==> config.mk <==
export PLATFORM = sky130hd
export DESIGN_NAME = mem_port_arbiter_ctrl
export DESIGN_NICKNAME = d
export VERILOG_FILES = /design/src/rtl/mem_ctrl_pkg.sv /design/src/rtl/sync2.sv /design/src/rtl/mem_port_arbiter_ctrl.sv
export SDC_FILE = /design/constraint.sdc
export NUM_CORES = 1
export LEC_CHECK = 0
export ABC_CLOCK_PERIOD_IN_PS = 2200
export CORE_AREA = 2 2 88 90
export CTS_BUF_LIST = sky130_fd_sc_hd__clkbuf_4 sky130_fd_sc_hd__clkbuf_8
export DETAILED_ROUTE_END_ITERATION = 7
export DIE_AREA = 0 0 90 92
export PLACE_DENSITY_LB_ADDON = 0.08
export REMOVE_ABC_BUFFERS = 1
export SETUP_SLACK_MARGIN = 0.4
export SYNTH_ARGS = -nofsm -noshare
export SYNTH_HDL_FRONTEND = slang
export SYNTH_SLANG_ARGS = --single-unit
==> constraint.sdc <==
create_clock -name CLK -period 2.2 [get_ports CLK]
set_input_delay 0.55 -clock CLK [delete_from_list [all_inputs] [get_ports CLK]]
set_output_delay 0.55 -clock CLK [all_outputs]
set_load 0.03 [all_outputs]
==> run_1/gate_families.png <==
Scale bar: 20 um.
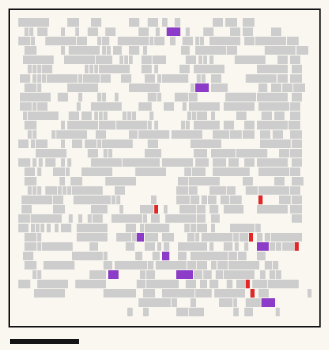
color	family	cells
purple	AND and OR gates	8
red	inverters	6
combinational share of cell area: 22.83%
dominant logic cell type in the layout: nand2_1
Layout Cells excl Fill: 527

==> run_1/zoom.png <==
Scale bar: 5 um. Window x 35 to 55, y 54 to 74 um. Cells in gray, sequential cells in the stronger gray; small squares are vias.
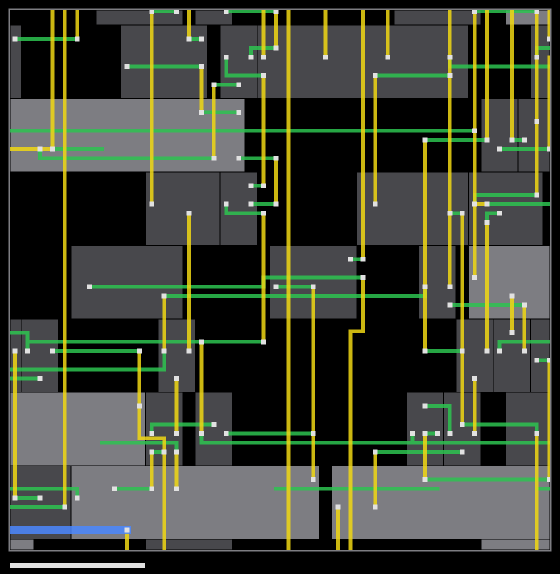
color	layer
yellow	met2
green	met1
blue	met3
sequential cells in the window	4
cells with their middle in the window	25
most frequent	nand2_1 (13), dfrtp_1 (4), buf_4 (3)

==> run_1/registers.png <==
Scale bar: 20 um. Other sequential cells in the stronger gray, the rest of the logic in the fainter gray.
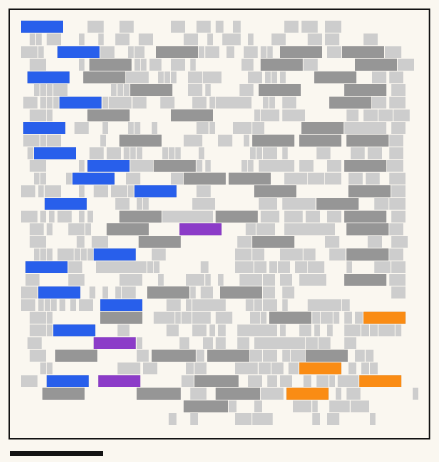
color	name in the netlist	placed flops
purple	g_sync.u_sync.q	3
orange	cnt_q	4
blue	ram_dq_o	16
not colored	48
power in sequential cells: 2.05 mW
fraction of area in registers: 38.73%
fraction of the core area covered by cells at the end of the flow: 61.81%
total area of sequential cells: 1783 sq um

==> tab_implementation.tex <==
% Auto-generated results table
\begin{tabular}{lr}
\hline
Metric & Value \\
\hline
\multicolumn{2}{l}{\textbf{Status}} \\
Outcome & finished clean \\
\multicolumn{2}{l}{\textbf{Floorplan}} \\
Count of standard-cell rows & 32 \\
Full die area & 8280 sq um \\
Die Wd & roughly 90 um \\
Floorplan core density & between 30\% and 40\% \\
Top-Level Pins & around 110 \\
Placeable core area & around 7400 sq um \\
\multicolumn{2}{l}{\textbf{Timing}} \\
Share of the clock period used by the worst path after layout & 84.18\% \\
Max Transition Viols Final & 0 \\
Count of endpoints failing hold in the final timing report & 0 \\
Transition time at the pin with the least slew margin & around 0.62 ns \\
Post-layout min period & approximately 1.9 ns \\
Worst clock skew on the final layout & a little over 0.007 ns \\
Peak Freq & around 540 MHz \\
Final WS setup & roughly 0.35 ns \\
RSZ-0062 raised after global routing & yes \\
Final count of negative-setup-slack endpoints & 0 \\
\multicolumn{2}{l}{\textbf{Pwr}} \\
Internal Pwr Total & roughly 3.8 mW \\
Final Total Pwr & $\sim$6.5 mW \\
Part of the power in combinational logic & between 40 and 50\% \\
Static Leak & between 2 and 2.5 nW \\
Clock share of power & a little over a fifth \\
Relative contribution of sequential cells to total power & 31.8\% \\
Switching power as a share of total power & roughly 40\% \\
Power per cell area & approximately 1400 nW/um\^{}2 \\
Sw Pwr & approximately 2.6 mW \\
\multicolumn{2}{l}{\textbf{Drt}} \\
Total detailed-routing wirelength & between 7000 and 8000 um \\
First drt pass iteration count & 4 \\
Post-DRT Antenna Nets & 0 \\
Drt initial violations & roughly 70 \\
WL/cell & about 15 um \\
Number of vias in the routed layout & 2503 \\
Post-DR vias/cell & around 4.7 \\
\multicolumn{2}{l}{\textbf{GRT}} \\
Aggregate global-route resource usage & about a fifth \\
GRT overflow & 0 \\
Pin count of the biggest net entering global routing & 37 \\
Via count of the first global-routing pass & approximately 2500 \\
Global-route wire length before repair & between 10000 and 15000 um \\
\multicolumn{2}{l}{\textbf{Place}} \\
Final HPWL from detailed placement & $\sim$5100 um \\
Final Wtd Congestion & 0.7870 \\
Placement Cell Area & 4268 sq um \\
Placed insts & roughly 500 \\
Number of buffers added on ports & $\sim$110 \\
Post-place setup slack & -0.3142 ns \\
\multicolumn{2}{l}{\textbf{Logic synthesis}} \\
Count of yosys warnings during synthesis & 0 \\
Cells after Synth & 275 \\
Leading cell types by total area after synthesis & dfrtp\_1 58\%, nand2\_1 13\%, a22o\_1 4.6\% \\
Dominant cell area share & 57.54\% \\
Most frequently used cell type in the post-synthesis netlist & nand2\_1 \\
Top FF cell, synth & dfrtp\_1 \\
Number of distinct standard cells referenced by the synthesized netlist & about 41 \\
Fraction of the yosys area taken by sequential cells & between 60\% and 70\% \\
Synthesized area per cell & between 10 and 15 sq um \\
Cell types with the highest counts after synthesis & 103 x nand2\_1, 66 x dfrtp\_1, 15 x a22o\_1, 9 x o21ai\_0, 8 x clkbuf\_1 \\
Library cell with the largest summed area after synthesis & dfrtp\_1 \\
Register bit total from synthesis & roughly 71 \\
Cell count in the Yosys report & 275 \\
Area of the synthesized netlist per yosys stat & $\sim$2900 sq um \\
\multicolumn{2}{l}{\textbf{Clock network}} \\
Root buffer selected by CTS & clkbuf\_8 \\
\# H-tree levels & 3 \\
Later-pin clock latency in the skew report & roughly 0.34 ns \\
Number of buffers added by the clock tree synthesis step & 9 \\
Hold bufs inserted after CTS & 0 \\
Clock transition time at the flip-flop clock pins of the worst setup and hold paths & roughly 0.07 ns \\
Number of sinks handled by clock tree synthesis & roughly 71 \\
CTS tree & yes \\
Clk buf depth & 2 \\
\multicolumn{2}{l}{\textbf{Worst setup path}} \\
Most prevalent standard cell on the critical path & buf\_6 \\
Maximum net fanout on the critical path & 4 \\
Number of cells on the critical path & 7 \\
Classification of the worst setup path & input port to register \\
Depth of the most critical reg-to-reg path & 8 \\
Gate family responsible for the most delay along the worst path & simple AND/OR/NAND/NOR gates \\
Crit path DAT & 2.12 ns \\
CP max stage cell & or4\_4 \\
Worst Path Buf+Inv & 3 \\
Delay of the slowest critical-path stage & around 0.54 ns \\
Endpoint class of the critical path & register \\
\multicolumn{2}{l}{\textbf{Final layout}} \\
Share of layout cells above drive strength 1 & between 20\% and 30\% \\
Number of nets in the finished design & around 480 \\
Area Growth Syn to Fin & 60.37\% \\
Antenna Cells & 0 \\
Post-route standard cell area excluding fillers & around 4600 sq um \\
\multicolumn{2}{l}{\textbf{Run}} \\
Count of warning messages emitted by the tools & 28 \\
\multicolumn{2}{l}{\textbf{Worst hold path}} \\
Instance count along the most critical hold path & 0 \\
Type of the worst min-delay path & register to register \\
\hline
\end{tabular}
-- run 1: logic make-up after synthesis --
group	count (synthesis)	share of synthesized area, %
flops	71	62.12
simple gates	139	22.19
mux	4	1.526
compound gates	38	9.896
fa+ha+maj	2	0.8717
other cells	1	0.1307
buf+inv	20	3.269
-- run 1: metrics by stage --
step | hold WS, ns | utilization, % | setup TNS (ns)
2_1_floorplan | 0.3312 | - | -18.88
3_3_place_gp | 0.3336 | 57.31 | -10.63
3_5_place_dp | 0.3372 | 57.31 | -11.58
4_1_cts | 0.3549 | 61.12 | 0
5_1_grt | 0.3623 | 61.81 | 0
6_report | 0.3510 | 61.81 | 0
-- run 1: layout by cell type (no fill, tap or decap), drive strengths merged, types with 5 or more instances in the layout --
master / netlist / final
clkdlybuf4s50: 0 / 38
dfstp: 5 / 5
dlygate4sd2: 0 / 61
nand3: 6 / 6
inv: 6 / 6
nor2: 6 / 6
a21oi: 7 / 7
a22o: 15 / 15
o21ai: 9 / 9
dfrtp: 66 / 66
clkbuf: 8 / 19
buf: 6 / 38
nand2: 103 / 103
-- run 1: worst reg2reg max path, cell delays in order (launching register included) --
cell and delay (ns):
dfrtp_1 0.38, inv_1 0.06, ha_1 0.12, or3b_4 0.38, o21ai_2 0.13, buf_4 0.14
o211ai_4 0.10, buf_6 0.14, mux2_2 0.25
-- run 1: timing repair --
| action | CTS | global route |
|---|---|---|
| gates resized | 98 | 26 |
| pin swaps | 7 | 5 |
| setup buffers | 4 | 3 |
| gates cloned | 1 | 2 |
| setup endpoints to repair | 116 | 65 |
-- run 1: power by group through the flow --
| stage | combinational, mW | sequential [mW] | clock [mW] |
|---|---|---|---|
| 2_1_floorplan | 0.862 | 2.93 | 0 |
| 3_3_place_gp | 3.09 | 2.08 | 0 |
| 3_5_place_dp | 3.14 | 2.08 | 0 |
| 4_1_cts | 2.95 | 2.05 | 1.44 |
| 5_1_grt | 3.24 | 2.12 | 1.49 |
| 6_report | 3.01 | 2.05 | 1.40 |
-- run 1: routing by layer --
metal	GRT usage [%]	share of wire [%]	vias to the layer above
met3	6.245	7.7	9
met1	25.03	44	1195
met4	7.308	1.2	0
met2	29.64	47	90
li1	-	-	1209
met5	0	0	-
-- run 1: cell type report --
type	instances	area [sq um]
Timing Repair Buffer	147	1345
Sequential cell	71	1783
Fill cell	664	2844
Clock buffer	11	145.1
Clock inverter	5	128.9
Inverter	6	22.52
Tap cell	102	127.6
Multi-Input combinational cell	185	1051
Power and IR drop assume default switching activity.
